`src/rtl/jk_sync_counter.sv`:
```
// jk_sync_counter: modulo-MODULUS up/down counter whose state is held in a
// bank of JK cells (one jk_ff per bit). The next value is computed in binary.
// Minimal J/K excitation is then derived from it, so that no cell ever sees
// J=K=1. The J/K vectors are exported so the excitation can be observed.

// Single JK cell. Its synchronous clear gives a known state from power-up X.
// With a pure JK update, K=X would hold X forever in a 4-state simulator.
module jk_ff (
  input  logic clk,
  input  logic rst,
  input  logic j,
  input  logic k,
  output logic q
);
  logic q_q;
  logic q_d;

  // Standard JK characteristic equation.
  always_comb begin
    q_d = (j & ~q_q) | (~k & q_q);
  end

  // State register with synchronous clear.
  always_ff @(posedge clk) begin
    if (rst) q_q <= 1'b0;
    else     q_q <= q_d;
  end

  assign q = q_q;
endmodule

module jk_sync_counter #(
  parameter int WIDTH   = 4,
  parameter int MODULUS = 10
) (
  input  logic             clk,
  input  logic             rst,
  input  logic             en,
  input  logic             up,
  input  logic             load,
  input  logic [WIDTH-1:0] din,
  output logic [WIDTH-1:0] count,
  output logic [WIDTH-1:0] j_vec,
  output logic [WIDTH-1:0] k_vec,
  output logic             tc,
  output logic             wrap
);
  // MODULUS may equal 2**WIDTH, so compare against it with one extra bit.
  localparam logic [WIDTH:0]   MOD_W = (WIDTH+1)'(MODULUS);
  localparam logic [WIDTH-1:0] MAX_C = WIDTH'(MODULUS - 1);

  logic [WIDTH-1:0] nxt;
  logic             at_max;
  logic             at_zero;
  logic             wrap_q;
  logic             wrap_d;

  // The next binary value, in priority order: reset, load, count, hold.
  always_comb begin
    at_max  = (count == MAX_C);
    at_zero = (count == '0);
    nxt     = count;
    if (rst) begin
      nxt = '0;
    end else if (load) begin
      nxt = ({1'b0, din} < MOD_W) ? din : MAX_C;
    end else if (en) begin
      if (up) nxt = at_max  ? '0    : count + WIDTH'(1);
      else    nxt = at_zero ? MAX_C : count - WIDTH'(1);
    end
  end

  // Minimal excitation. Set only the bits that rise, and clear only the bits that fall.
  always_comb begin
    j_vec = ~count & nxt;
    k_vec = count & ~nxt;
  end

  // Terminal count is asserted when this edge wraps. It ignores rst by design.
  always_comb begin
    tc     = en & ~load & ((up & at_max) | (~up & at_zero));
    wrap_d = tc & ~rst;
  end

  // Cell bank: each bit updates only from its own J/K pair.
  for (genvar b = 0; b < WIDTH; b++) begin : g_cell
    jk_ff u_cell (
      .clk (clk),
      .rst (rst),
      .j   (j_vec[b]),
      .k   (k_vec[b]),
      .q   (count[b])
    );
  end

  // One-cycle wrap pulse that follows each wrapping edge.
  always_ff @(posedge clk) begin
    if (rst) wrap_q <= 1'b0;
    else     wrap_q <= wrap_d;
  end

  assign wrap = wrap_q;
endmodule
```
`config.mk`:
```
export PLATFORM = sky130hd
export DESIGN_NAME = jk_sync_counter
export DESIGN_NICKNAME = d
export VERILOG_FILES = /design/src/rtl/jk_sync_counter.sv
export SDC_FILE = /design/constraint.sdc
export NUM_CORES = 1
export LEC_CHECK = 0
export CAP_MARGIN = 10
export CORE_MARGIN = 1.5
export CORE_UTILIZATION = 47
export CTS_CLUSTER_SIZE = 25
export DETAILED_ROUTE_END_ITERATION = 7
export PLACE_DENSITY = 0.79
export SYNTH_ARGS = -nofsm -noshare
export SYNTH_HDL_FRONTEND = slang
export SYNTH_SLANG_ARGS = --single-unit
```
`constraint.sdc`:
```
create_clock -name clk -period 6.3 [get_ports clk]
set_input_delay 1.575 -clock clk [delete_from_list [all_inputs] [get_ports clk]]
set_output_delay 1.575 -clock clk [all_outputs]
set_load 0.005 [all_outputs]
```
I/O nets highlighted:
Scale: 6 px per um.
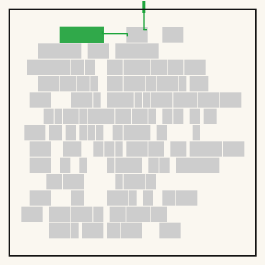
green -> wrap  # bits 1, direction output, end cells 1, buffers 1, wire 8.20 um
I/O pin cnt: 23
Port Buffer Count: 22

==> reports/metrics.cfg <==
[clock_tree]
postCtsSetupRepairBufs=0
cts-root-buf=clkbuf_4
clock_sinks=5
numCtsBuffers=3
clk_path_buf_depth=2
insertion_delay_ns=0.24
cts_hold_buf=0
cts_tree=yes
cts-htree-levels=1
clk_pin_slew_worst_paths_ns=0.05
cts-resized-gates=0

[final_timing]
slew-limit-headroom_pct=71.9
hold_viol=0
period_used_pct=80.7
slew_viol_final=0
tightestPinTransition_ns=0.420
max_freq_mhz=197
finClkSkew_ns=0.00377
min_period_ns=5.08
finalSetupTns_ns=0

[yosys]
synth-edff-count=0
netlist_instances=90
xor_share_pct=1.30
yosys.area_share.aoi_pct=31.6
syn_area_per_cell_sq_um=7.48
ys_async_sr_fraction_pct=0
ys_warn_count=0
ys_cells=90
synth_seq_share_pct=14.9
syn_area_sq_um=673
ys_ff=5
ys_sh_mux_pct=0
syn_nets=102
synth_cell_type_count=41
ys_area_sq_um=673
top_logic_kind=AND-OR/OR-AND gates
synth-adder-area-share_pct=5.58
synth-main-ff-cell=dfxtp_1

[pwr]
power.switching_uw=42.4
swShare_pct=33.3
pwr-share-clk_pct=29.7
p_leak_nw=0.333
peakVddDrop_mv=0.147
internal_power_uw=85.1
p_seq_share_pct=31.1

[floorplan]
core-area_sq_um=1320
die-area_sq_um=1670
rows=13
die-height_um=40.8
fp.dieW_um=40.8
initCoreUtil_pct=51.1

[final_layout]
final_cell_mix=clkdlybuf4s50_1, a21oi_1, inv_1
nNetsFinal=112
drive_gt1_share_pct=11.1
layout_top_cell=clkdlybuf4s50_1
utilization_pct=62.3
n_antenna_cell=0
syn_to_final_growth_pct=21.9
stdcell_area_sq_um=821

[detailed_routing]
antenna_left=0
dr.pass1.iters=4
viasPerCell=5.74
wl_per_cell_um=12.4
remaining_drc_errors=0
first_iter_violations=12

[worst_hold_path]
hold_path_class=flip-flop to flip-flop
min_from=g_cell[2].u_cell.q
hold_depth=2
whs_endpoint=g_cell[2].u_cell.q

[grt]
grtUsageMet3_pct=3.26
grt_use_met1_pct=27.8
grt_pass1_vias=569
grt_usage_pct=21.1
grt_first_pass_wirelength_um=2410
antenna_found_initial=0
grt_start_max_net_pins=15

[run_status]
status=finished clean

[worst_setup_path]
critPathRequiredTime_ns=4.72
crit_fanout=12
cp-start-kind=input port
cp.arrival_ns=3.51
r2r-start=g_cell[0].u_cell.q
r2r_cells=6
crit_type=input port to output port
ff2ff_setup_slack_ns=4.58

[place]
placedInstanceArea_sq_um=793
dp_hpwl_um=1110
finalWeightedCongestion=0.852

[flow_run]
warnings=28
cap_violations=0

Signal wires on met2:
Scale: 12 px per um.
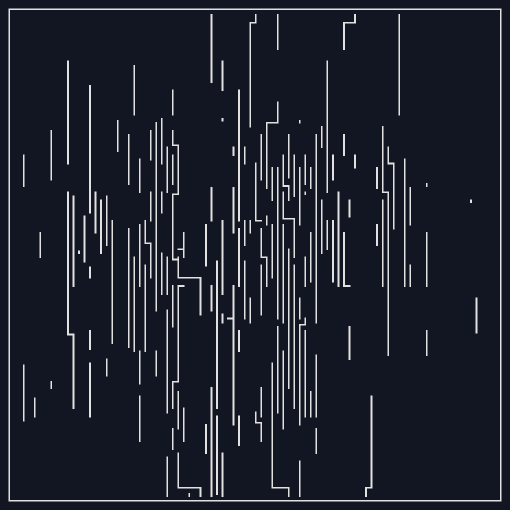
wire length on this layer = 687 um
nets with wire on the layer = 92
longest straight run = 15.6 um
share of all routed wire = 49%
Final Routed Wirelength: 1410 um
Vias: 654
met2 Resource Use GR: 37.5%

## critical path: stages
cell and delay [ns]:
clkdlybuf4s50_1 0.73, nand2_1 0.13, a21oi_1 0.15, o21ai_0 0.14, a211oi_1 0.25, clkdlybuf4s50_1 0.53
## sequential cells by signal (all words and copies together) (netlist names)
signal,count
wrap,1
g_cell.u_cell.q,4
## cell type report
type | instances | area, sq um
clock buffer | 3 | 22.5
clock inverter | 1 | 5.00
fill | 117 | 497
inverter | 7 | 26.3
multi-input combinational | 61 | 428
sequential | 5 | 100
tap | 15 | 18.8
timing repair buffer | 22 | 220
## per-layer routing
metal  up-vias  wire length, um
met5         -                0
met4         0                0
met1       310              668
met2        17              687
met3         0               54
li1        327                -
## logic make-up after synthesis
logic type | Yosys count
compound gates | 29
xor+xnor | 1
fa+ha+maj | 3
buf+inv | 24
flops | 5
simple gates | 28
## metrics by stage
step,setup slack (ns),hold WS [ns],cells,power (mW)
floorplan,2.23,0.577,90,0.0761
global placement,1.29,0.644,110,0.0896
detailed placement,1.22,0.656,110,0.0900
CTS,1.22,0.668,114,0.129
global route,1.09,0.708,114,0.137
finish,1.22,0.666,114,0.127
## cells in the mapped netlist (2+ instances only)
library cell  number  area, sq um
buf_4             12         90.1
a21oi_1            8         40.0
inv_1              7         26.3
nand2_1            6         22.5
o21ai_0            6         30.0
dfxtp_1            5          100
nor2_1             5         18.8
ha_1               3         37.5
buf_2              2         10.0
clkbuf_1           2         7.51
nor2b_1            2         12.5
nor3b_1            2         15.0
o311a_1            2         20.0
## worst max path at each step
stage | end | start | cells after the start | slack, ns
2_1_floorplan | k_vec[3] | load | 6 | 2.23
3_3_place_gp | j_vec[2] | up | 6 | 1.29
3_5_place_dp | j_vec[2] | up | 6 | 1.22
4_1_cts | j_vec[2] | up | 6 | 1.22
5_1_grt | j_vec[2] | up | 6 | 1.09
6_report | j_vec[2] | up | 6 | 1.22
## power groups by stage
| stage | logic (mW) | registers (mW) | clock network, mW |
|---|---|---|---|
| after floorplan | 0.0388 | 0.0372 | 0 |
| after global placement | 0.0495 | 0.0400 | 0 |
| after detailed placement | 0.0498 | 0.0402 | 0 |
| after CTS | 0.0502 | 0.0395 | 0.0390 |
| after global routing | 0.0557 | 0.0403 | 0.0406 |
| final | 0.0500 | 0.0396 | 0.0379 |
Power and IR drop assume default switching activity.
